--- config.mk ---
export PLATFORM = sky130hd
export DESIGN_NAME = seq_priority_encoder
export DESIGN_NICKNAME = d
export VERILOG_FILES = /design/src/rtl/seq_priority_encoder.sv
export SDC_FILE = /design/constraint.sdc
export NUM_CORES = 1
export LEC_CHECK = 0
export ABC_AREA = 0
export CAP_MARGIN = 15
export CORE_UTILIZATION = 45
export DETAILED_ROUTE_END_ITERATION = 6
export HOLD_SLACK_MARGIN = 0.02
export MAX_ROUTING_LAYER = met4
export PLACE_DENSITY = 0.71
export SYNTH_ARGS = -nofsm -noshare
export SYNTH_HDL_FRONTEND = slang
export SYNTH_SLANG_ARGS = --single-unit
--- constraint.sdc ---
create_clock -name clk -period 5.5 [get_ports clk]
set_clock_uncertainty 0.2 [all_clocks]
set_input_delay 1.375 -clock clk [delete_from_list [all_inputs] [get_ports clk]]
set_output_delay 1.375 -clock clk [all_outputs]
set_load 0.01 [all_outputs]
--- src/rtl/seq_priority_encoder.sv ---
// Sequential lowest-set-bit encoder: scans a captured 2**N-bit vector 2**C bits
// per cycle over a fixed K = 2**(N-C) cycles, then pulses done with e/valid.
module seq_priority_encoder #(
    parameter int N = 3,
    parameter int C = 1
) (
    input  logic             clk,
    input  logic             rst,
    input  logic             start,
    input  logic [2**N-1:0]  d,
    output logic             busy,
    output logic             done,
    output logic             valid,
    output logic [N-1:0]     e
);

    localparam int W     = 2**N;
    localparam int CW    = 2**C;
    localparam int K     = 2**(N-C);
    localparam int CNT_W = (N > C) ? (N - C) : 1;

    typedef enum logic [1:0] {
        IDLE,
        SCAN,
        DONE
    } state_t;

    state_t state_q, state_d;

    logic [W-1:0]     vec_q;
    logic [CNT_W-1:0] cnt_q;
    logic             found_q;
    logic [N-1:0]     idx_q;

    logic [N-1:0]     chunk_base;
    logic [CW-1:0]    chunk;
    logic [N-1:0]     chunk_off;
    logic             chunk_hit;
    logic             last_chunk;
    logic [N-1:0]     idx_d;
    logic             found_d;

    // Evaluate the current chunk; the first set bit found in any chunk is kept.
    always_comb begin
        // NOTE: every combinational output gets a default before any branch, so no latch is inferred.
        chunk_base = N'(cnt_q) << C;
        chunk      = vec_q[chunk_base +: CW];
        chunk_hit  = |chunk;
        chunk_off  = '0;
        for (int i = CW - 1; i >= 0; i--) begin
            if (chunk[i]) chunk_off = N'(i);
        end
        found_d    = found_q | chunk_hit;
        idx_d      = idx_q;
        if (!found_q && chunk_hit) idx_d = chunk_base + chunk_off;
        last_chunk = (cnt_q == CNT_W'(K - 1));
    end

    always_comb begin
        state_d = state_q;
        unique case (state_q)
            IDLE:    if (start) state_d = SCAN;
            SCAN:    if (last_chunk) state_d = DONE;
            DONE:    state_d = IDLE;
            default: state_d = IDLE;
        endcase
    end

    assign busy = (state_q != IDLE);
    assign done = (state_q == DONE);

    always_ff @(posedge clk) begin
        // NOTE: sequential state uses non-blocking assignments so all registers update from pre-edge values.
        if (rst) state_q <= IDLE;
        else     state_q <= state_d;
    end

    always_ff @(posedge clk) begin
        if (rst) begin
            vec_q   <= '0;
            cnt_q   <= '0;
            found_q <= 1'b0;
            idx_q   <= '0;
            e       <= '0;
            valid   <= 1'b0;
        end else begin
            unique case (state_q)
                IDLE: begin
                    if (start) begin
                        vec_q   <= d;
                        cnt_q   <= '0;
                        found_q <= 1'b0;
                        idx_q   <= '0;
                    end
                end
                SCAN: begin
                    cnt_q   <= cnt_q + CNT_W'(1);
                    found_q <= found_d;
                    idx_q   <= idx_d;
                    // Results are published only on the edge that enters DONE.
                    if (last_chunk) begin
                        e     <= idx_d;
                        valid <= found_d;
                    end
                end
                default: ;
            endcase
        end
    end

endmodule

==> flow_summary.toml, run 1 <==
# generated from flow reports
[synthesis]
yosysMostFrequentCell = "dfxtp_1"
synth_cell_types = 30
ys_async_sr_fraction_pct = 0
syn_area_um2 = 904.6
synth_area_per_cell_um2 = 8.534
ys_chip_area_um2 = 904.6
ys_warn_count = 0
fa_ha_area_share_pct = 1.383
syn_nets = 118
ys_sh_xor_pct = 0
post-synth-top-area-cell = "dfxtp_1"
synth.area.mux_share_pct = 6.086
ys_sh_aoi_pct = 19.50

[finish]
fin_nets = 134
area_growth_pct = 20.89

[clocking]
root_buffer = "clkbuf_4"
ctsHoldBuffers = 0
cts_resized = 0

[grt]
grt_pass1_vias = 698
grt.total_usage_pct = 20.58
grt_start_max_net_pins = 23
grtUsageMet2_pct = 31.67

[routing]
drtIter0Drc = 7
drt-total-wl_um = 1764

[place]
gp_congestion = 0.8505
hpwlAfterDp_um = 1249
dp.cells = 142

[floorplanning]
row_count = 15
die-area_um2 = 2194
core_area_um2 = 1802
num_io_pins = 17

[setup_path]
cp.arrival_ps = 1440
crit_start = "state_q[1]"
cp-endpoint = "done"

[power]
p_leak_uw = 0.0003873
irDropWorstVdd_uv = 169.8

[run_status]
run_status = "finished, final reports clean"

[run]
openroad.warnings = 26
cap_violations = 0
[run 1: power breakdown]
part	switching (µW)	total (µW)	leakage, µW	internal, µW
logic	19.6	38.2	0.000203	18.6
clock network	44.4	84.7	0.0000210	40.4
registers	5.98	157	0.000163	151
[run 1: kinds of logic (layout without fill, tap and decap cells)]
family	Yosys count	in the layout
buffers and inverters	9	24
AND/OR/NAND/NOR	44	44
multiplexers	3	3
flip-flops	20	20
AND-OR/OR-AND	29	29
adder cells (fa/ha/maj)	1	1
[run 1: metal layers]
metal | routed length (µm) | share of wire (%) | up-vias
met3 | 94 | 5.3 | 2
met5 | 0 | 0 | -
li1 | - | - | 402
met1 | 782 | 44 | 381
met2 | 876 | 50 | 27
met4 | 10 | 0.57 | 0
[run 1: area by class of cell]
| class | count | area [µm²] |
|---|---|---|
| tap | 25 | 31.28 |
| timing repair buffer | 16 | 160.2 |
| inverter | 4 | 15.01 |
| clock buffer | 4 | 36.28 |
| multi-input combinational | 77 | 450.4 |
| fill | 172 | 708.2 |
| sequential | 20 | 400.4 |
[run 1: through the flow]
| stage | utilization, % | power [µW] | area [µm²] | worst slack, ps |
|---|---|---|---|---|
| 2_1_floorplan | - | 186.0 | 904.6 | 3086 |
| 3_3_place_gp | 58.68 | 197.1 | 1057 | 2402 |
| 3_5_place_dp | 58.68 | 197.9 | 1057 | 2384 |
| 4_1_cts | 60.69 | 282.3 | 1094 | 2470 |
| 5_1_grt | 60.69 | 296.7 | 1094 | 2378 |
| 6_report | 60.69 | 279.6 | 1094 | 2486 |
[run 1: flip-flops by register name, indices dropped and copies added, names as in the netlist]
name and flops:
idx_q 3, found_q 1, e 3, valid 1
state_q 2, vec_q 8, cnt_q 2
[run 1: placed cells by master (no fill, tap or decap)]
master | netlist | layout
nor3_1 | 1 | 1
a311oi_1 | 1 | 1
nor2b_1 | 2 | 2
nor2_1 | 12 | 12
a21oi_1 | 15 | 15
dfxtp_1 | 20 | 20
a2111oi_0 | 1 | 1
nand2_1 | 19 | 19
inv_1 | 4 | 4
clkbuf_8 | 0 | 1
clkbuf_4 | 0 | 3
a41oi_1 | 1 | 1
mux2i_1 | 1 | 1
nand3b_1 | 2 | 2
nand2b_1 | 2 | 2
clkdlybuf4s50_1 | 0 | 16
o21ai_0 | 3 | 3
o21a_1 | 1 | 1
nor4_1 | 1 | 1
nand4b_1 | 1 | 1
nor3b_2 | 1 | 1
nand3_1 | 1 | 1
a22oi_1 | 2 | 2
ha_1 | 1 | 1
o31ai_1 | 2 | 2
and2_1 | 1 | 1
a211oi_1 | 2 | 2
a21o_1 | 1 | 1
or2_1 | 1 | 1
mux4_2 | 2 | 2
[run 1: worst max-delay path: stages (launching register included)]
cell and delay (ps):
dfxtp_1 430, nor2b_1 160, clkdlybuf4s50_1 540
[run 1: worst min path at each step]
stage,from,to,slack [ps],depth (start not counted)
detailed placement,vec_q[1],vec_q[1],250,2
global route,vec_q[1],vec_q[1],290,2
CTS,vec_q[1],vec_q[1],270,2
global placement,vec_q[0],vec_q[0],250,2
floorplan,vec_q[2],vec_q[2],230,2
finish,vec_q[1],vec_q[1],260,2
==> run_1/final_clocks.png <==
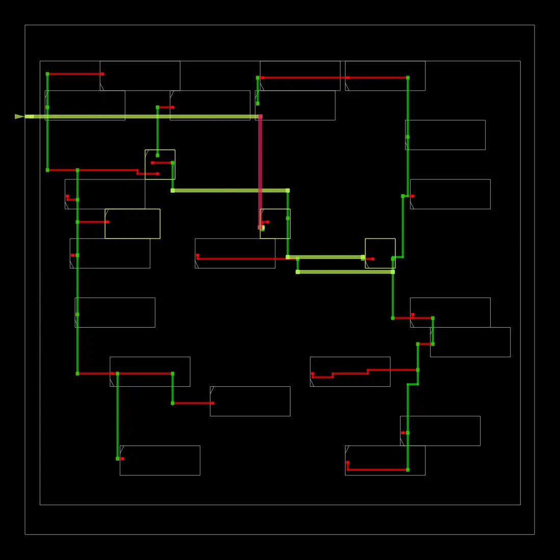
Clk. pwr: 84.7 µW
Late-Pin Clk Latency: 300 ps
clock buffer count from CTS: 3
flip-flops: 20

==> run_1/cell_classes.png <==
Drawn at 12 px/µm.
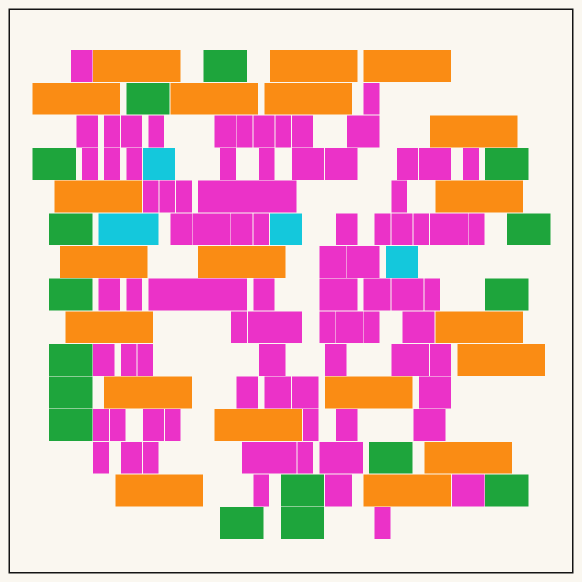
- all other logic: magenta (cells 81)
- other buffers and delay cells: green (cells 16)
- clock drivers and dummy loads: cyan (cells 4)
- flip-flops: orange (cells 20)

==> run_1/wire_density.png <==
Drawn at 6 px/µm. 9 x 9 tiles, from dark purple (low) to yellow (high), scaled to the fullest tile. Values are wire area over tile area, all layers added.
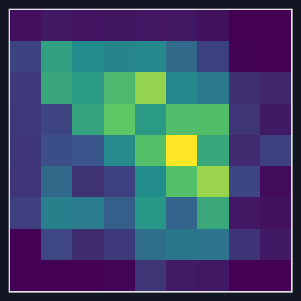
- emptiest ninth of the die: top right
- mean over tiles: 0.13
- densest ninth of the die: middle
- fullest tile: 0.45

==> run_1/pins.png <==
Drawn at 8 px/µm. Pins as bars across the die edge, other pins in gray.
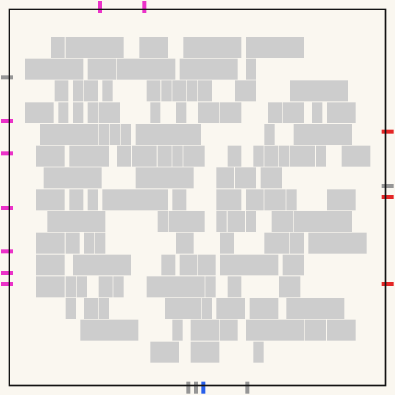

--- run 2 (diff from run 1) ---
--- a/config.mk
+++ b/config.mk
@@ -7,11 +7,11 @@
 export LEC_CHECK = 0
 export ABC_AREA = 0
 export CAP_MARGIN = 15
-export CORE_UTILIZATION = 45
+export CORE_UTILIZATION = 44
 export DETAILED_ROUTE_END_ITERATION = 6
 export HOLD_SLACK_MARGIN = 0.02
 export MAX_ROUTING_LAYER = met4
-export PLACE_DENSITY = 0.71
+export PLACE_DENSITY = 0.72
 export SYNTH_ARGS = -nofsm -noshare
 export SYNTH_HDL_FRONTEND = slang
 export SYNTH_SLANG_ARGS = --single-unit
==> constraint.sdc (replaced) <==
create_clock -name clk -period 2.5 [get_ports clk]
set_clock_uncertainty 0.2 [all_clocks]
set_input_delay 0.625 -clock clk [delete_from_list [all_inputs] [get_ports clk]]
set_output_delay 0.625 -clock clk [all_outputs]
set_load 0.01 [all_outputs]
==> run_2/pins.png <==
Drawn at 8 px/µm. Pins as bars across the die edge, other pins in gray.
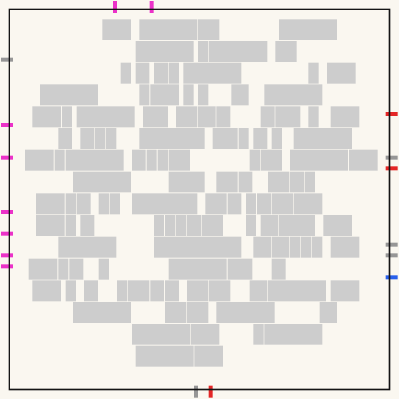
- e: red (pins 3; direction output; edge 2 right, 1 bottom)
- d: magenta (pins 8; direction input; edge 6 left, 2 top)
- done: blue (pins 1; direction output; edge right)
- all pins by edge: 7 left, 6 right, 2 top, 2 bottom

==> flow_summary.toml, run 2 <==
# generated from flow reports
[run_status]
run_status = "finished, final reports clean"

[clocking]
cts_resized = 0
cts_buffers = 3
clock_latency_ps = 300
ctsHoldBuffers = 0
root_buffer = "clkbuf_4"
clock_sinks = 20
clk_pin_slew_ps = 110
postCtsSetupRepairBufs = 0

[place]
hpwlAfterDp_um = 1311
gp_congestion = 0.9141
dpl_worst_slack_ps = 462.4
dp.cells = 146

[floorplanning]
core_area_um2 = 1942
num_io_pins = 17
row_count = 16
die-area_um2 = 2241

[setup_path]
crit_path_cell_trace = "nor2b_1 > clkdlybuf4s50_1"
crit_start = "state_q[1]"
crit_path_max_incr_delay_ps = 530
path_buffers = 1
cp.required_ps = 1670
cpMaxStageDelayCell = "clkdlybuf4s50_1"
path_delay_family = "buffers and inverters"
cp.arrival_ps = 1410
path_class = "reg2out"

[finish]
largest_reg_flops = 8
layout_top_cell = "dfxtp_1"
largest-register = "vec_q"
area_growth_pct = 24.62
top_regs = "vec_q x8, e x3, idx_q x3"
fin_nets = 136
mostFrequentLayoutCells = "20 x dfxtp_1, 19 x nand2_1, 16 x clkdlybuf4s50_1"

[routing]
dr.pass1.iters = 4
drcViolationCount = 0
drtIter0Drc = 38
drt-total-wl_um = 1734
antenna_left = 0

[grt]
grt_pass1_vias = 627
grt_start_max_net_pins = 15
grt.total_usage_pct = 18.34
grt_antenna_before_repair = 0

[synthesis]
synth_area_per_cell_um2 = 8.534
syn_nets = 118
yosysMostFrequentCell = "dfxtp_1"
ys_async_sr_fraction_pct = 0
post-synth-top-area-cell = "dfxtp_1"
ys_warn_count = 0
ys_chip_area_um2 = 904.6
syn_area_um2 = 904.6

[min_path]
hp-start = "vec_q[3]"

[timing]
setup_tns_ps = 0
relSlewSlack_pct = 49.48
postLayoutSetupSlackWorst_ps = 264.1

[power]
p_seq_share_pct = 49.9
irDropWorstVdd_uv = 377.5
combPwrFrac_pct = 12.6
finalPower_uw = 690.8
sw_frac_of_total_pct = 22.25
p_clk_share_pct = 37.6
p_leak_uw = 0.0004041
p_sw_uw = 153.7
intPower_uw = 537.1

[run]
openroad.warnings = 26
cap_violations = 0
==> run_2/wire_density.png <==
Drawn at 6 px/µm. 9 x 9 tiles, from dark purple (low) to yellow (high), scaled to the fullest tile. Values are wire area over tile area, all layers added.
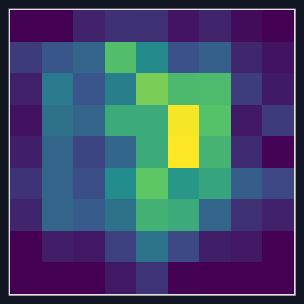
- fullest tile: 0.46
- nearly empty tiles: 16%
- densest ninth of the die: middle
- tiles over half the peak: 20%
- emptiest ninth of the die: bottom right
- mean over tiles: 0.13

==> run 2: cell counts after synthesis <==
No cell type changed its count.
==> run 2: layout make-up <==
class / instances / area, µm²
Inverter: 4 / 15.01
Multi-Input combinational cell: 77 / 450.4
Fill cell: 187 / 814.5
Sequential cell: 20 / 400.4
Tap cell: 27 / 33.78
Timing Repair Buffer: 18 / 175.2
Clock inverter: 1 / 30.03
Clock buffer: 3 / 22.52
==> run 2: path summary, 6_finish.rpt <==
path	depth (start not counted)	end	slack, ps
worst max-delay path	2	done	260
worst max register to register	4	idx_q[1]	470
worst min-delay path	2	vec_q[3]	270
worst min register to register	2	vec_q[3]	270
==> run 2: routing by layer <==
layer / vias up / wire, µm / global-route usage [%]
met4: 0 / 36 / 10.86
li1: 407 / - / -
met2: 28 / 849 / 27.67
met1: 365 / 756 / 22.25
met5: - / 0 / -
met3: 4 / 90 / 3.846
==> run 2: power groups by stage <==
| stage | logic (µW) | registers, µW | clock network, µW |
|---|---|---|---|
| finish | 86.7 | 344 | 260 |
| global route | 96.9 | 347 | 282 |
| CTS | 86.4 | 345 | 267 |
| detailed placement | 86.0 | 352 | 0 |
| global placement | 85.3 | 351 | 0 |
| floorplan | 62.9 | 346 | 0 |
==> run 2: through the flow <==
stage	hold WS [ps]	area [µm²]	util, %
2_1_floorplan	233.3	904.6	-
3_3_place_gp	252.4	1075	55.35
3_5_place_dp	252.6	1075	55.35
4_1_cts	269.3	1127	58.05
5_1_grt	287.6	1127	58.05
6_report	265.1	1127	58.05
==> run 2: tightest hold or removal path, stage by stage (launching register included) <==
cell,delay [ps]
dfxtp_1,330
nand2_1,50
a21oi_1,50
==> run 2: cells by family after synthesis <==
| group | synth area share (%) |
|---|---|
| mux | 6.085 |
| fa+ha+maj | 1.383 |
| compound gates | 19.50 |
| flops | 44.26 |
| simple gates | 22.82 |
| buf+inv | 5.947 |
Power and IR drop assume default switching activity.
